## config.mk

```make
export PLATFORM = sky130hd
export DESIGN_NAME = arb_mux16_flat
export DESIGN_NICKNAME = d
export VERILOG_FILES = /design/src/rtl/arb_mux16_pkg.sv /design/src/rtl/arb_mux16_if.sv /design/src/rtl/arb_mux16_rr_pick.sv /design/src/rtl/arb_mux16.sv /design/src/flat_wrapper.sv
export SDC_FILE = /design/constraint.sdc
export NUM_CORES = 1
export LEC_CHECK = 0
export CORE_ASPECT_RATIO = 1.25
export CORE_MARGIN = 1
export CORE_UTILIZATION = 38
export DETAILED_ROUTE_END_ITERATION = 6
export PLACE_DENSITY = 0.84
export SETUP_SLACK_MARGIN = 0.2
export SLEW_MARGIN = 40
export SYNTH_ARGS = -nofsm -noshare
export SYNTH_HDL_FRONTEND = slang
export SYNTH_SLANG_ARGS = --single-unit
```

## constraint.sdc

```tcl
create_clock -name clk -period 5.62 [get_ports clk]
set_clock_uncertainty 0.2 [all_clocks]
set_input_delay 1.124 -clock clk [delete_from_list [all_inputs] [get_ports clk]]
set_output_delay 1.124 -clock clk [all_outputs]
set_load 0.005 [all_outputs]
```

## src/rtl/arb_mux16_pkg.sv

```systemverilog
`default_nettype none
// ============================================================================
// Module   : arb_mux_pkg
// Purpose  : Shared constants and enums for the arb_mux16 arbitrating mux.
// Revision : 1.0  initial release
// ============================================================================
package arb_mux_pkg;

    localparam int c_default_width = 16;
    localparam int c_default_n     = 8;

    typedef enum logic [0:0] {
        PRIO_RR    = 1'b0,
        PRIO_FIXED = 1'b1
    } prio_mode_e;

    typedef enum logic [0:0] {
        LK_IDLE   = 1'b0,
        LK_LOCKED = 1'b1
    } lock_state_e;

endpackage
`default_nettype wire

```

## src/rtl/arb_mux16_if.sv

```systemverilog
`default_nettype none
// ============================================================================
// Module   : arb_mux16_if
// Purpose  : Request/response bundle for arb_mux16; in_last only exists when
//            ARB_MUX_LOCK_EN is defined.
// Revision : 1.0  initial release
// ============================================================================
interface arb_mux16_if
    import arb_mux_pkg::*;
#(
    parameter int WIDTH = c_default_width,
    parameter int N     = c_default_n,
    parameter int SELW  = $clog2(N)
);
    logic                 prio_mode;
    logic [N-1:0]         in_valid;
    logic [N*WIDTH-1:0]   in_data;
    logic [N-1:0]         in_ready;
    logic                 out_valid;
    logic [WIDTH-1:0]     out_data;
    logic [SELW-1:0]      out_sel;
    logic                 out_ready;
`ifdef ARB_MUX_LOCK_EN
    logic [N-1:0]         in_last;
`endif

    modport master (
        output prio_mode, in_valid, in_data, out_ready,
`ifdef ARB_MUX_LOCK_EN
        output in_last,
`endif
        input  in_ready, out_valid, out_data, out_sel
    );

    modport slave (
        input  prio_mode, in_valid, in_data, out_ready,
`ifdef ARB_MUX_LOCK_EN
        input  in_last,
`endif
        output in_ready, out_valid, out_data, out_sel
    );

endinterface
`default_nettype wire

```

## src/rtl/arb_mux16_rr_pick.sv

```systemverilog
`default_nettype none
// ============================================================================
// Module   : rr_pick
// Purpose  : Combinational rotating priority encoder; searches from i_start
//            upward (wrapping), or from index 0 when i_fixed is set.
// Revision : 1.0  initial release
// ============================================================================
module rr_pick #(
    parameter int N    = 8,
    parameter int SELW = $clog2(N)
) (
    input  wire logic [N-1:0]    i_req,
    input  wire logic [SELW-1:0] i_start,
    input  wire logic            i_fixed,
    output logic      [N-1:0]    o_gnt,
    output logic      [SELW-1:0] o_idx,
    output logic                 o_any
);

    always_comb begin : p_pick
        int v_base;
        int v_ch;
        v_base = i_fixed ? 0 : int'(i_start);
        v_ch   = 0;
        o_gnt  = '0;
        o_idx  = '0;
        o_any  = 1'b0;
        for (int k = 0; k < N; k++) begin
            v_ch = v_base + k;
            if (v_ch >= N) begin
                v_ch = v_ch - N;
            end
            if (!o_any && i_req[v_ch]) begin
                o_any       = 1'b1;
                o_gnt[v_ch] = 1'b1;
                o_idx       = SELW'(v_ch);
            end
        end
    end

endmodule
`default_nettype wire

```

## src/rtl/arb_mux16.sv

```systemverilog
`default_nettype none
// ============================================================================
// Module   : arb_mux16
// Purpose  : Registered N-way arbitrating mux (round-robin / fixed priority).
//            Define ARB_MUX_LOCK_EN to hold a grant until in_last of a packet.
// Revision : 1.0  initial release
// ============================================================================
module arb_mux16
    import arb_mux_pkg::*;
#(
    parameter int WIDTH = c_default_width,
    parameter int N     = c_default_n,
    parameter int SELW  = $clog2(N)
) (
    input  wire logic  clk,
    input  wire logic  reset,
    arb_mux16_if.slave bus
);

    logic [N-1:0]     w_req;
    logic [N-1:0]     w_gnt;
    logic [SELW-1:0]  w_idx;
    logic             w_any;
    logic             w_fixed;
    logic             w_load;
    logic             w_xfer;
    logic [SELW-1:0]  w_start;
    logic [WIDTH-1:0] w_chan [N];

    logic             r_out_valid_q,  w_out_valid_d;
    logic [WIDTH-1:0] r_out_data_q,   w_out_data_d;
    logic [SELW-1:0]  r_out_sel_q,    w_out_sel_d;
    logic [SELW-1:0]  r_last_grant_q, w_last_grant_d;

    for (genvar i = 0; i < N; i++) begin : g_chan
        assign w_chan[i] = bus.in_data[i*WIDTH +: WIDTH];
    end

    assign w_start = (r_last_grant_q == SELW'(N-1)) ? '0 : r_last_grant_q + SELW'(1);
    assign w_load  = !r_out_valid_q || bus.out_ready;
    // Holding reset low suppresses every grant, so a word in flight is dropped.
    assign w_xfer  = reset && w_load && w_any;

`ifdef ARB_MUX_LOCK_EN
    lock_state_e     r_lock_state_q, w_lock_state_d;
    logic [SELW-1:0] r_lock_ch_q,    w_lock_ch_d;
    logic [N-1:0]    w_lock_mask;
    logic            w_locked;

    assign w_locked    = (r_lock_state_q == LK_LOCKED);
    assign w_lock_mask = {{(N-1){1'b0}}, 1'b1} << r_lock_ch_q;
    assign w_req       = w_locked ? (bus.in_valid & w_lock_mask) : bus.in_valid;
    assign w_fixed     = w_locked || (prio_mode_e'(bus.prio_mode) == PRIO_FIXED);

    always_ff @(posedge clk) begin
        if (!reset) begin
            r_lock_state_q <= LK_IDLE;
            r_lock_ch_q    <= '0;
        end else begin
            r_lock_state_q <= w_lock_state_d;
            r_lock_ch_q    <= w_lock_ch_d;
        end
    end

    always_comb begin
        w_lock_state_d = r_lock_state_q;
        w_lock_ch_d    = r_lock_ch_q;
        case (r_lock_state_q)
            LK_IDLE: begin
                // A single-beat packet never enters LOCKED.
                if (w_xfer && !bus.in_last[w_idx]) begin
                    w_lock_state_d = LK_LOCKED;
                    w_lock_ch_d    = w_idx;
                end
            end
            LK_LOCKED: begin
                if (w_xfer && bus.in_last[r_lock_ch_q]) begin
                    w_lock_state_d = LK_IDLE;
                end
            end
            default: begin
                w_lock_state_d = LK_IDLE;
            end
        endcase
    end
`else
    assign w_req   = bus.in_valid;
    assign w_fixed = (prio_mode_e'(bus.prio_mode) == PRIO_FIXED);
`endif

    rr_pick #(
        .N    (N),
        .SELW (SELW)
    ) u_pick (
        .i_req   (w_req),
        .i_start (w_start),
        .i_fixed (w_fixed),
        .o_gnt   (w_gnt),
        .o_idx   (w_idx),
        .o_any   (w_any)
    );

    assign bus.in_ready = w_xfer ? w_gnt : '0;

    always_comb begin
        w_out_valid_d  = r_out_valid_q;
        w_out_data_d   = r_out_data_q;
        w_out_sel_d    = r_out_sel_q;
        w_last_grant_d = r_last_grant_q;
        if (w_xfer) begin
            w_out_valid_d  = 1'b1;
            w_out_data_d   = w_chan[w_idx];
            w_out_sel_d    = w_idx;
            w_last_grant_d = w_idx;
        end else if (w_load) begin
            // Drained with nothing to replace it: data and index keep their values.
            w_out_valid_d  = 1'b0;
        end
    end

    always_ff @(posedge clk) begin
        if (!reset) begin
            r_out_valid_q  <= 1'b0;
            r_out_data_q   <= '0;
            r_out_sel_q    <= '0;
            r_last_grant_q <= SELW'(N-1);
        end else begin
            r_out_valid_q  <= w_out_valid_d;
            r_out_data_q   <= w_out_data_d;
            r_out_sel_q    <= w_out_sel_d;
            r_last_grant_q <= w_last_grant_d;
        end
    end

    assign bus.out_valid = r_out_valid_q;
    assign bus.out_data  = r_out_data_q;
    assign bus.out_sel   = r_out_sel_q;

endmodule
`default_nettype wire

```

## src/flat_wrapper.sv

```systemverilog
// flat-port wrapper written by rule: the top's interface ports become plain ports
module arb_mux16_flat import arb_mux_pkg::*;
#(
    parameter int WIDTH = c_default_width,
    parameter int N     = c_default_n,
    parameter int SELW  = $clog2(N)
)
  (clk, reset, bus_prio_mode, bus_in_valid, bus_in_data, bus_out_ready, bus_in_ready, bus_out_valid, bus_out_data, bus_out_sel);
  arb_mux16_if #(.WIDTH(WIDTH), .N(N), .SELW(SELW)) bus_i ();
  input  wire logic clk;
  input  wire logic reset;
  input wire logic [$bits(bus_i.prio_mode)-1:0] bus_prio_mode;
  input wire logic [$bits(bus_i.in_valid)-1:0] bus_in_valid;
  input wire logic [$bits(bus_i.in_data)-1:0] bus_in_data;
  input wire logic [$bits(bus_i.out_ready)-1:0] bus_out_ready;
  output wire logic [$bits(bus_i.in_ready)-1:0] bus_in_ready;
  output wire logic [$bits(bus_i.out_valid)-1:0] bus_out_valid;
  output wire logic [$bits(bus_i.out_data)-1:0] bus_out_data;
  output wire logic [$bits(bus_i.out_sel)-1:0] bus_out_sel;
  assign bus_i.prio_mode = bus_prio_mode;
  assign bus_i.in_valid = bus_in_valid;
  assign bus_i.in_data = bus_in_data;
  assign bus_i.out_ready = bus_out_ready;
  assign bus_in_ready = bus_i.in_ready;
  assign bus_out_valid = bus_i.out_valid;
  assign bus_out_data = bus_i.out_data;
  assign bus_out_sel = bus_i.out_sel;
  arb_mux16 #(.WIDTH(WIDTH), .N(N), .SELW(SELW)) u_core (.clk(clk), .reset(reset), .bus(bus_i));
endmodule
```

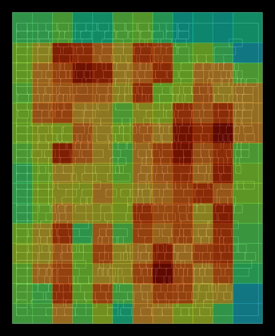
(images/final_congestion.png)
global-route total usage across every layer: 29.9%
GR met3 Demand/Resource: 5.54%

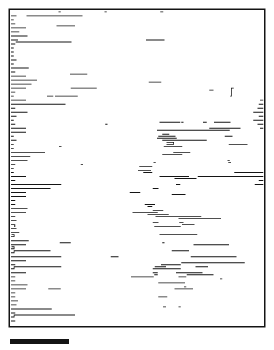
(images/met3.png)
The bar under the picture is 20 um long.
longest straight run	24.4 um
main direction	horizontal
share of all routed wire	6.0%
wire length on this layer	820 um
nets with wire on the layer	148

## final cells by class
type,count,share of cell area [%]
well taps,117,2.44
inverters,9,0.647
diodes,1,0.0417
flip-flops and latches,23,7.68
clock buffers,4,0.751
multi-input cells,369,48.8
repair buffers,257,39.6
## layer usage
metal	vias to the layer above	global-route usage (%)	part of all wire (%)
li1	2100	-	-
met1	2068	32.2	37
met2	219	55.9	54
met3	38	5.54	6.0
met4	0	13.3	3.6
met5	-	0	0
## kinds of logic (layout without fill, tap and decap cells)
kind of cell | Yosys count | after routing
AND/OR/NAND/NOR | 142 | 142
AND-OR/OR-AND | 125 | 125
buffers and inverters | 41 | 270
XOR/XNOR | 2 | 2
flip-flops | 23 | 23
other | 0 | 1
multiplexers | 90 | 90
adder cells (fa/ha/maj) | 10 | 10
## worst min path at each step
| stage | end | slack [ns] | depth (start not counted) |
|---|---|---|---|
| final | u_core.r_last_grant_q[1]$_SDFFE_PN1P_ | 0.27 | 2 |
| after detailed placement | u_core.r_last_grant_q[1]$_SDFFE_PN1P_ | 0.27 | 2 |
| after global placement | u_core.r_last_grant_q[1]$_SDFFE_PN1P_ | 0.24 | 2 |
| after global routing | u_core.r_last_grant_q[1]$_SDFFE_PN1P_ | 0.31 | 2 |
| after CTS | u_core.r_last_grant_q[1]$_SDFFE_PN1P_ | 0.28 | 2 |
| after floorplan | u_core.r_last_grant_q[1]$_SDFFE_PN1P_ | 0.23 | 2 |
## flip-flops by register name, indices dropped and copies added (netlist names)
signal / cells
u_core.bus.out_data: 16
u_core.bus.out_sel: 3
u_core.r_last_grant_q: 3
u_core.bus.out_valid: 1
## power groups by stage
stage	logic [mW]	clock network, mW	registers, mW
6_report	3.31	0.104	0.278
5_1_grt	3.54	0.113	0.286
4_1_cts	3.16	0.108	0.278
3_5_place_dp	3.04	0	0.281
3_3_place_gp	3.00	0	0.277
2_1_floorplan	1.89	0	0.281
## metrics by stage
step | cell area [sq um] | utilization [%] | power, mW | setup TNS, ns | worst slack, ns
2_1_floorplan | 3370 | - | 2.17 | 0 | 0.190
3_3_place_gp | 5690 | 67.9 | 3.28 | -3.36 | -0.474
3_5_place_dp | 5690 | 67.9 | 3.32 | -3.81 | -0.539
4_1_cts | 5890 | 70.2 | 3.54 | 0 | 0.229
5_1_grt | 5990 | 71.5 | 3.94 | 0 | 0.176
6_report | 6000 | 71.6 | 3.69 | 0 | 0.271
## worst min-delay path, delay by kind of cell, from the launching register on
| family | cells | cell delay, ns |
|---|---|---|
| AOI/OAI and AO/OA | 1 | 0.05 |
| DFF | 1 | 0.32 |
| buffers and inverters | 1 | 0.05 |
## timing repair
action | in CTS | in global routing
setup endpoints to repair | 8 | 8
gates resized | 41 | 18
pin swaps | 13 | 13
hold buffers | 0 | 0
setup buffers | 2 | 3
==> results_dict.tcl <==
# implementation run metrics
set metrics [dict create \
    synthAoiAreaFrac_pct 25.9 \
    worst_pin_slew_ns 0.674 \
    core_area_sq_mm 0.00838 \
    run_status "complete, no violations" \
    critical-path-top-cell-by-count "sky130_fd_sc_hd__buf_4" \
    report.final.hold_viol_count 0 \
    final_max_slew_viol_count 0 \
    critical_path_cell_count 13 \
    layout_worst_path_cycle_share_pct 95.2 \
    yosys_cells 433 \
    cp_max_delay_cell "sky130_fd_sc_hd__or4_4" \
    power_switching_share_pct 46.8 \
    synth.lib_cells_used.distinct 66 \
    clock.latency.late_pin_ns 0.26 \
    synthMuxAreaShare_pct 28.6 \
    internal_power_mw 1.96 \
    first_pass_grt_wire_length_mm 21.7 \
    syn_avg_cell_area_sq_um 7.75 \
    layout_top_cell_excl_fill_tap "sky130_fd_sc_hd__clkdlybuf4s50_1" \
    synth.top_cells.by_count "82 x sky130_fd_sc_hd__mux2i_1, 42 x sky130_fd_sc_hd__nand2_1, 36 x sky130_fd_sc_hd__nor2_1" \
    critical_path_class "primary input to output port" \
    logic_area_sq_mm 0.00293 \
    cts_inserted_buffers 3 \
    critPathLaunchType "primary input" \
    asyncSetResetFlopFracSynth_pct 0 \
    placement.io_buffers 167 \
    post_synth_fa_ha_maj_area_fraction_pct 3.73 \
    layout_min_cycle_time_ns 5.35 \
    syn_area_sq_mm 0.00335 \
    power-per-cell-area_mw_per_mm2 615 \
    ys_dominant_reg_cell "sky130_fd_sc_hd__dfxtp_1" \
    synth_warnings 0 \
    cts.clk_slew.worst_paths_ns 0.08 \
    postRouteAntennaNets 0 \
    final.fill_count 662 \
    hp-start "u_core.r_last_grant_q[1]$_SDFFE_PN1P_" \
    synth-edff-count 0 \
    arrival_ns 4.03 \
    ys_seq_elements 23 \
    wl_mm 13.7 \
    synth.largest_area_cell "sky130_fd_sc_hd__mux2i_1" \
    worstPathMaxFanout 4 \
    crit_path_buf_inv_count 4 \
    layout_top_cells_excl_fill_tap "158 x sky130_fd_sc_hd__clkdlybuf4s50_1, 86 x sky130_fd_sc_hd__buf_4, 79 x sky130_fd_sc_hd__mux2i_1" \
    timing.slew.headroom_pct 55.1 \
]
Power and IR drop assume default switching activity.
